==> src/rtl/pool1_scheduler.sv <==
// pool1_scheduler
// ----------------------------------------------------------------------------
// Sequencing controller for the pool-1 pairwise max-compare datapath.
// Walks a block of input BRAM words (one compare per word), pulses the
// datapath capture strobe after the BRAM read latency, and produces the output
// BRAM address plus a write qualifier aligned to the datapath result latency.
// Completion is reported through a start/busy/done handshake.
//
// Parameters:
//   ADDR_W   - width of input/output BRAM addresses and of the pair count
//   RD_LAT   - input BRAM read latency (1..4)
//   PIPE_LAT - enable_conv to valid result latency (1..15)
//
// Ports:
//   clk, reset         - clock (rising edge), asynchronous active-high reset
//   start              - one-cycle request, sampled only while idle
//   in_base, out_base  - first input / output word addresses (latched on start)
//   num_pairs          - number of compares (latched on start)
//   abort              - synchronous flush request (ignored while idle)
//   busy, done         - handshake status; done is a one-cycle pulse
//   Input_BRAM_en/addr - input read port
//   enable_conv        - datapath capture strobe
//   Output_BRAM_addr   - output write address
//   out_wr_en          - write qualifier (ANDed with datapath we at top level)
//   cycle_count        - busy-cycle counter, present only when the macro
//                        POOL1_SCHED_PERF_EN is defined
// ----------------------------------------------------------------------------
module pool1_scheduler #(
  parameter int ADDR_W   = 10,
  parameter int RD_LAT   = 2,
  parameter int PIPE_LAT = 8
) (
  input  logic              clk,
  input  logic              reset,
  input  logic              start,
  input  logic [ADDR_W-1:0] in_base,
  input  logic [ADDR_W-1:0] out_base,
  input  logic [ADDR_W-1:0] num_pairs,
  input  logic              abort,
`ifdef POOL1_SCHED_PERF_EN
  output logic [31:0]       cycle_count,
`endif
  output logic              busy,
  output logic              done,
  output logic              Input_BRAM_en,
  output logic [ADDR_W-1:0] Input_BRAM_addr,
  output logic              enable_conv,
  output logic [ADDR_W-1:0] Output_BRAM_addr,
  output logic              out_wr_en
);

  typedef enum logic [1:0] {IDLE, ISSUE, DRAIN, FINISH} state_t;

  localparam logic [ADDR_W-1:0] ONE_A = ADDR_W'(1);
  localparam logic [ADDR_W:0]   ONE_C = (ADDR_W+1)'(1);

  state_t              state_reg;
  logic                busy_reg;
  logic                done_reg;
  logic                en_reg;
  logic [ADDR_W-1:0]   in_addr_reg;
  logic [ADDR_W-1:0]   out_addr_reg;
  logic [ADDR_W-1:0]   remaining_reg;
  logic [ADDR_W:0]     outstanding_reg;
  logic [ADDR_W:0]     outstanding_next;
  logic [RD_LAT-1:0]   rd_line_reg;
  logic [PIPE_LAT-1:0] wr_line_reg;
  logic                abort_hit;
  logic                start_hit;

  // Abort only counts while a run is in flight; it masks the strobes in the
  // same cycle so nothing leaks out while the flush is taking effect.
  assign abort_hit = abort && (state_reg == ISSUE || state_reg == DRAIN);
  assign start_hit = start && (state_reg == IDLE);

  assign busy             = busy_reg;
  assign done             = done_reg;
  assign Input_BRAM_en    = en_reg & ~abort_hit;
  assign Input_BRAM_addr  = in_addr_reg;
  assign enable_conv      = rd_line_reg[RD_LAT-1] & ~abort_hit;
  assign out_wr_en        = wr_line_reg[PIPE_LAT-1] & ~abort_hit;
  assign Output_BRAM_addr = out_addr_reg;

  // Outstanding compares: issued but not yet written back.
  always_comb begin
    outstanding_next = outstanding_reg;
    if (Input_BRAM_en) outstanding_next = outstanding_next + ONE_C;
    if (out_wr_en)     outstanding_next = outstanding_next - ONE_C;
  end

  // Read-enable delay line: enable_conv is the read enable RD_LAT cycles late.
  generate
    if (RD_LAT == 1) begin : g_rd1
      always_ff @(posedge clk or posedge reset) begin
        if (reset)          rd_line_reg <= '0;
        else if (abort_hit) rd_line_reg <= '0;
        else                rd_line_reg <= en_reg;
      end
    end else begin : g_rdn
      always_ff @(posedge clk or posedge reset) begin
        if (reset)          rd_line_reg <= '0;
        else if (abort_hit) rd_line_reg <= '0;
        else                rd_line_reg <= {rd_line_reg[RD_LAT-2:0], en_reg};
      end
    end
  endgenerate

  // Write delay line: out_wr_en is enable_conv PIPE_LAT cycles late.
  generate
    if (PIPE_LAT == 1) begin : g_wr1
      always_ff @(posedge clk or posedge reset) begin
        if (reset)          wr_line_reg <= '0;
        else if (abort_hit) wr_line_reg <= '0;
        else                wr_line_reg <= enable_conv;
      end
    end else begin : g_wrn
      always_ff @(posedge clk or posedge reset) begin
        if (reset)          wr_line_reg <= '0;
        else if (abort_hit) wr_line_reg <= '0;
        else                wr_line_reg <= {wr_line_reg[PIPE_LAT-2:0], enable_conv};
      end
    end
  endgenerate

  // Output address advances after each qualified write so every write
  // sees its own address.
  always_ff @(posedge clk or posedge reset) begin
    if (reset)          out_addr_reg <= '0;
    else if (start_hit) out_addr_reg <= out_base;
    else if (out_wr_en) out_addr_reg <= out_addr_reg + ONE_A;
  end

  always_ff @(posedge clk or posedge reset) begin
    if (reset)          outstanding_reg <= '0;
    else if (abort_hit) outstanding_reg <= '0;
    else                outstanding_reg <= outstanding_next;
  end

  // Control FSM with registered outputs.
  always_ff @(posedge clk or posedge reset) begin
    if (reset) begin
      state_reg     <= IDLE;
      busy_reg      <= 1'b0;
      done_reg      <= 1'b0;
      en_reg        <= 1'b0;
      in_addr_reg   <= '0;
      remaining_reg <= '0;
    end else begin
      case (state_reg)
        IDLE: begin
          done_reg <= 1'b0;
          if (start) begin
            in_addr_reg   <= in_base;
            remaining_reg <= num_pairs - ONE_A;
            if (num_pairs == '0) begin
              state_reg <= FINISH;
              done_reg  <= 1'b1;
            end else begin
              state_reg <= ISSUE;
              busy_reg  <= 1'b1;
              en_reg    <= 1'b1;
            end
          end
        end
        ISSUE: begin
          if (abort_hit) begin
            en_reg    <= 1'b0;
            busy_reg  <= 1'b0;
            done_reg  <= 1'b1;
            state_reg <= FINISH;
          end else if (remaining_reg == '0) begin
            en_reg    <= 1'b0;
            state_reg <= DRAIN;
          end else begin
            in_addr_reg   <= in_addr_reg + ONE_A;
            remaining_reg <= remaining_reg - ONE_A;
          end
        end
        DRAIN: begin
          // Leave on the cycle of the last write so done lands right after it.
          if (abort_hit || outstanding_next == '0) begin
            busy_reg  <= 1'b0;
            done_reg  <= 1'b1;
            state_reg <= FINISH;
          end
        end
        FINISH: begin
          done_reg  <= 1'b0;
          state_reg <= IDLE;
        end
        default: begin
          state_reg <= IDLE;
          busy_reg  <= 1'b0;
          done_reg  <= 1'b0;
          en_reg    <= 1'b0;
        end
      endcase
    end
  end

`ifdef POOL1_SCHED_PERF_EN
  logic [31:0] cycle_count_reg;

  always_ff @(posedge clk or posedge reset) begin
    if (reset)          cycle_count_reg <= '0;
    else if (start_hit) cycle_count_reg <= '0;
    else if (busy_reg)  cycle_count_reg <= cycle_count_reg + 32'd1;
  end

  assign cycle_count = cycle_count_reg;
`endif

endmodule

==> config.mk <==
export PLATFORM = sky130hd
export DESIGN_NAME = pool1_scheduler
export DESIGN_NICKNAME = d
export VERILOG_FILES = /design/src/rtl/pool1_scheduler.sv
export SDC_FILE = /design/constraint.sdc
export NUM_CORES = 1
export LEC_CHECK = 0
export CAP_MARGIN = 20
export CELL_PAD_IN_SITES_DETAIL_PLACEMENT = 0
export CELL_PAD_IN_SITES_GLOBAL_PLACEMENT = 1
export CORE_ASPECT_RATIO = 0.9
export CORE_MARGIN = 1
export CORE_UTILIZATION = 40
export CTS_CLUSTER_DIAMETER = 150
export DETAILED_ROUTE_END_ITERATION = 8
export PLACE_DENSITY = 0.89
export SYNTH_ARGS = -nofsm -noshare
export SYNTH_HDL_FRONTEND = slang
export SYNTH_SLANG_ARGS = --single-unit
==> constraint.sdc <==
create_clock -name clk -period 3.7 [get_ports clk]
set_input_delay 1.11 -clock clk [delete_from_list [all_inputs] [get_ports clk]]
set_output_delay 1.11 -clock clk [all_outputs]
set_load 0.01 [all_outputs]
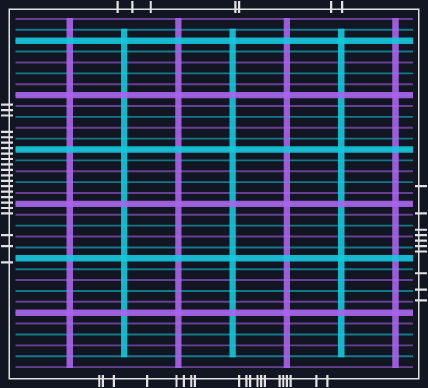
run_1/power_grid.png
Scale: 4 px per um. Pins as bars on the die edge.
purple -> VSS
cyan -> VDD
met1 rails = 33
met4 straps = 7
rows = 32
met5 straps = 6
maximum vdd ir drop: 0.376 mV
area of the core: 8650 um^2
die boundary width: 102 um
die height: 92.0 um

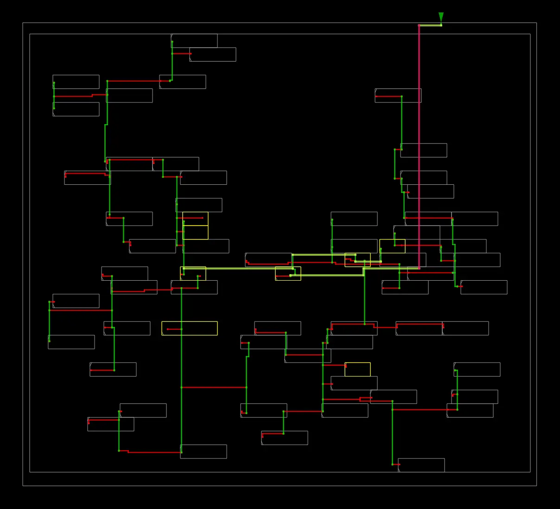
run_1/clocks.png
insertion delay of the later-clocked pin in the worst-skew pair: 0.30 ns
tally of clock buffers in the finished layout: 7

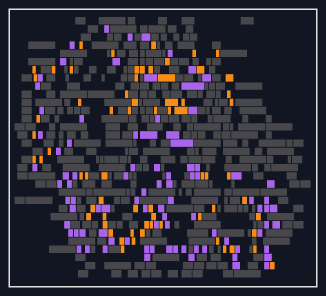
run_1/logic_types.png
Scale: 3 px per um.
orange -> NOR gates  # cells 67, most used nor2_1
purple -> inverting AOI/OAI gates  # cells 90, most used a21oi_1, where all over the die
Final Non-Filler Cells: 616
most used logic cell in the final layout: dfrtp_1

==> run notes, run 1 <==
### Outcome
* result of the run: finished, final reports clean

### Pwr
* Clk. pwr: 0.443 mW
* total design power: 3.80 mW
* proportion of power drawn by flip-flops and latches: 0.310

### Worst setup path
* critical path endpoint category: flop
* classification of the worst setup path: in -> reg
* cell count along the critical path: 12
* crit path DAT: 3.53 ns

### Clock tree
* Hold-fix buffers, CTS: 0
* number of gates given a new drive strength after cts: 1
* root buffer cell: clkbuf_8

### Synthesis
* Distinct lib cells used: 60
* Post-synth regs: 56
* adder share: 0.0313

### Die
* fp util: 0.416

### Layout
* fraction of area in multi-input gates: 0.450
* area occupied by registers: 1400 um^2
* flip-flops: 56

### Min path
* hold-critical path endpoint: wr_line_reg[7]$_DFF_PP0_

### Drt
* met3 wire length: 385 um
* number of vias per cell after detailed routing: 5.37
* drt first-iter violations: 270

### Global route
* via count of the first global-routing pass: 3178
* antenna violations before repair: 0

### Place
* placed standard-cell area: 4530 um^2

run_1/clk_routes.png
Scale: 3 px per um.
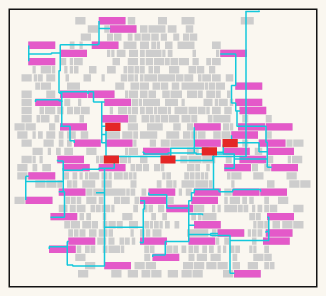

--- run 2 (diff from run 1) ---
- PLACE_DENSITY: 0.89 -> not set
- PLACE_DENSITY_LB_ADDON: not set -> 0.08
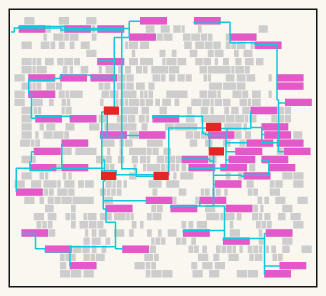
run_2/clk_routes.png
Scale: 3 px per um.
red -> clock drivers  # count 5
cyan -> clock wires  # length 817 um
magenta -> flip-flops  # count 56
flops lie = all over the die
routed clock nets = 6
Clock Skews: 0.00598 ns
Clk. pwr: 0.427 mW

==> run notes, run 2 <==
### Outcome
* result of the run: finished, final reports clean, unchanged

### Die
* die boundary width: 102 um, unchanged
* die height: 92.0 um, unchanged
* fp util: 0.416, unchanged
* area of the core: 8650 um^2, unchanged

### Drt
* routed len/inst: 14.6 um, about the same
* drt first-iter violations: 148, was 270
* Post-Route WL: 9.05 mm, was 8.98 mm
* number of vias per cell after detailed routing: 5.25, was 5.37

### Place
* placed standard-cell area: 4560 um^2, was 4530 um^2

### Layout
* area occupied by registers: 1400 um^2, unchanged
* Final Non-Filler Cells: 618, was 616
* most used logic cell in the final layout: dfrtp_1, unchanged
* tally of clock buffers in the finished layout: 5, was 7
* inverter count of the layout excluding clock inverters: 15, unchanged
* flip-flops: 56, unchanged
* layout overhead on the synthesized area: 31.0%, about the same
* fraction of area in multi-input gates: 0.451, was 0.450

### Synthesis
* cell types with the highest counts after synthesis: dfrtp_1, a21oi_1, nor2_1, unchanged
* Post-synth regs: 56, unchanged
* adder share: 0.0313, unchanged
* predominant post-synthesis flop cell: dfrtp_1, unchanged
* Distinct lib cells used: 60, unchanged
* area fraction in compound gates: 0.183, unchanged

### Pwr
* Net Sw Power: 1.58 mW, was 1.60 mW
* total design power: 3.72 mW, was 3.80 mW
* proportion of power drawn by flip-flops and latches: 0.316, was 0.310
* maximum vdd ir drop: 0.355 mV, was 0.376 mV

### Final timing
* worst hold slack: 0.458 ns, was 0.457 ns

### Global route
* via count of the first global-routing pass: 3191, was 3178
* antenna violations before repair: 1, was 0
* met3 usage: 0.0366, was 0.0373

### Clock tree
* number of gates given a new drive strength after cts: 4, was 1
* insertion delay of the later-clocked pin in the worst-skew pair: 0.31 ns, was 0.30 ns
* Hold-fix buffers, CTS: 0, unchanged

### Worst setup path
* classification of the worst setup path: reg -> reg, was in -> reg
* origin of the worst setup path: state_reg[0]$_DFFE_PP0P_, was abort

### Min path
* hold-critical path endpoint: rd_line_reg[1]$_DFF_PP0_, was wr_line_reg[7]$_DFF_PP0_

Power figures rest on the tool's default switching activity, not on a simulated workload.
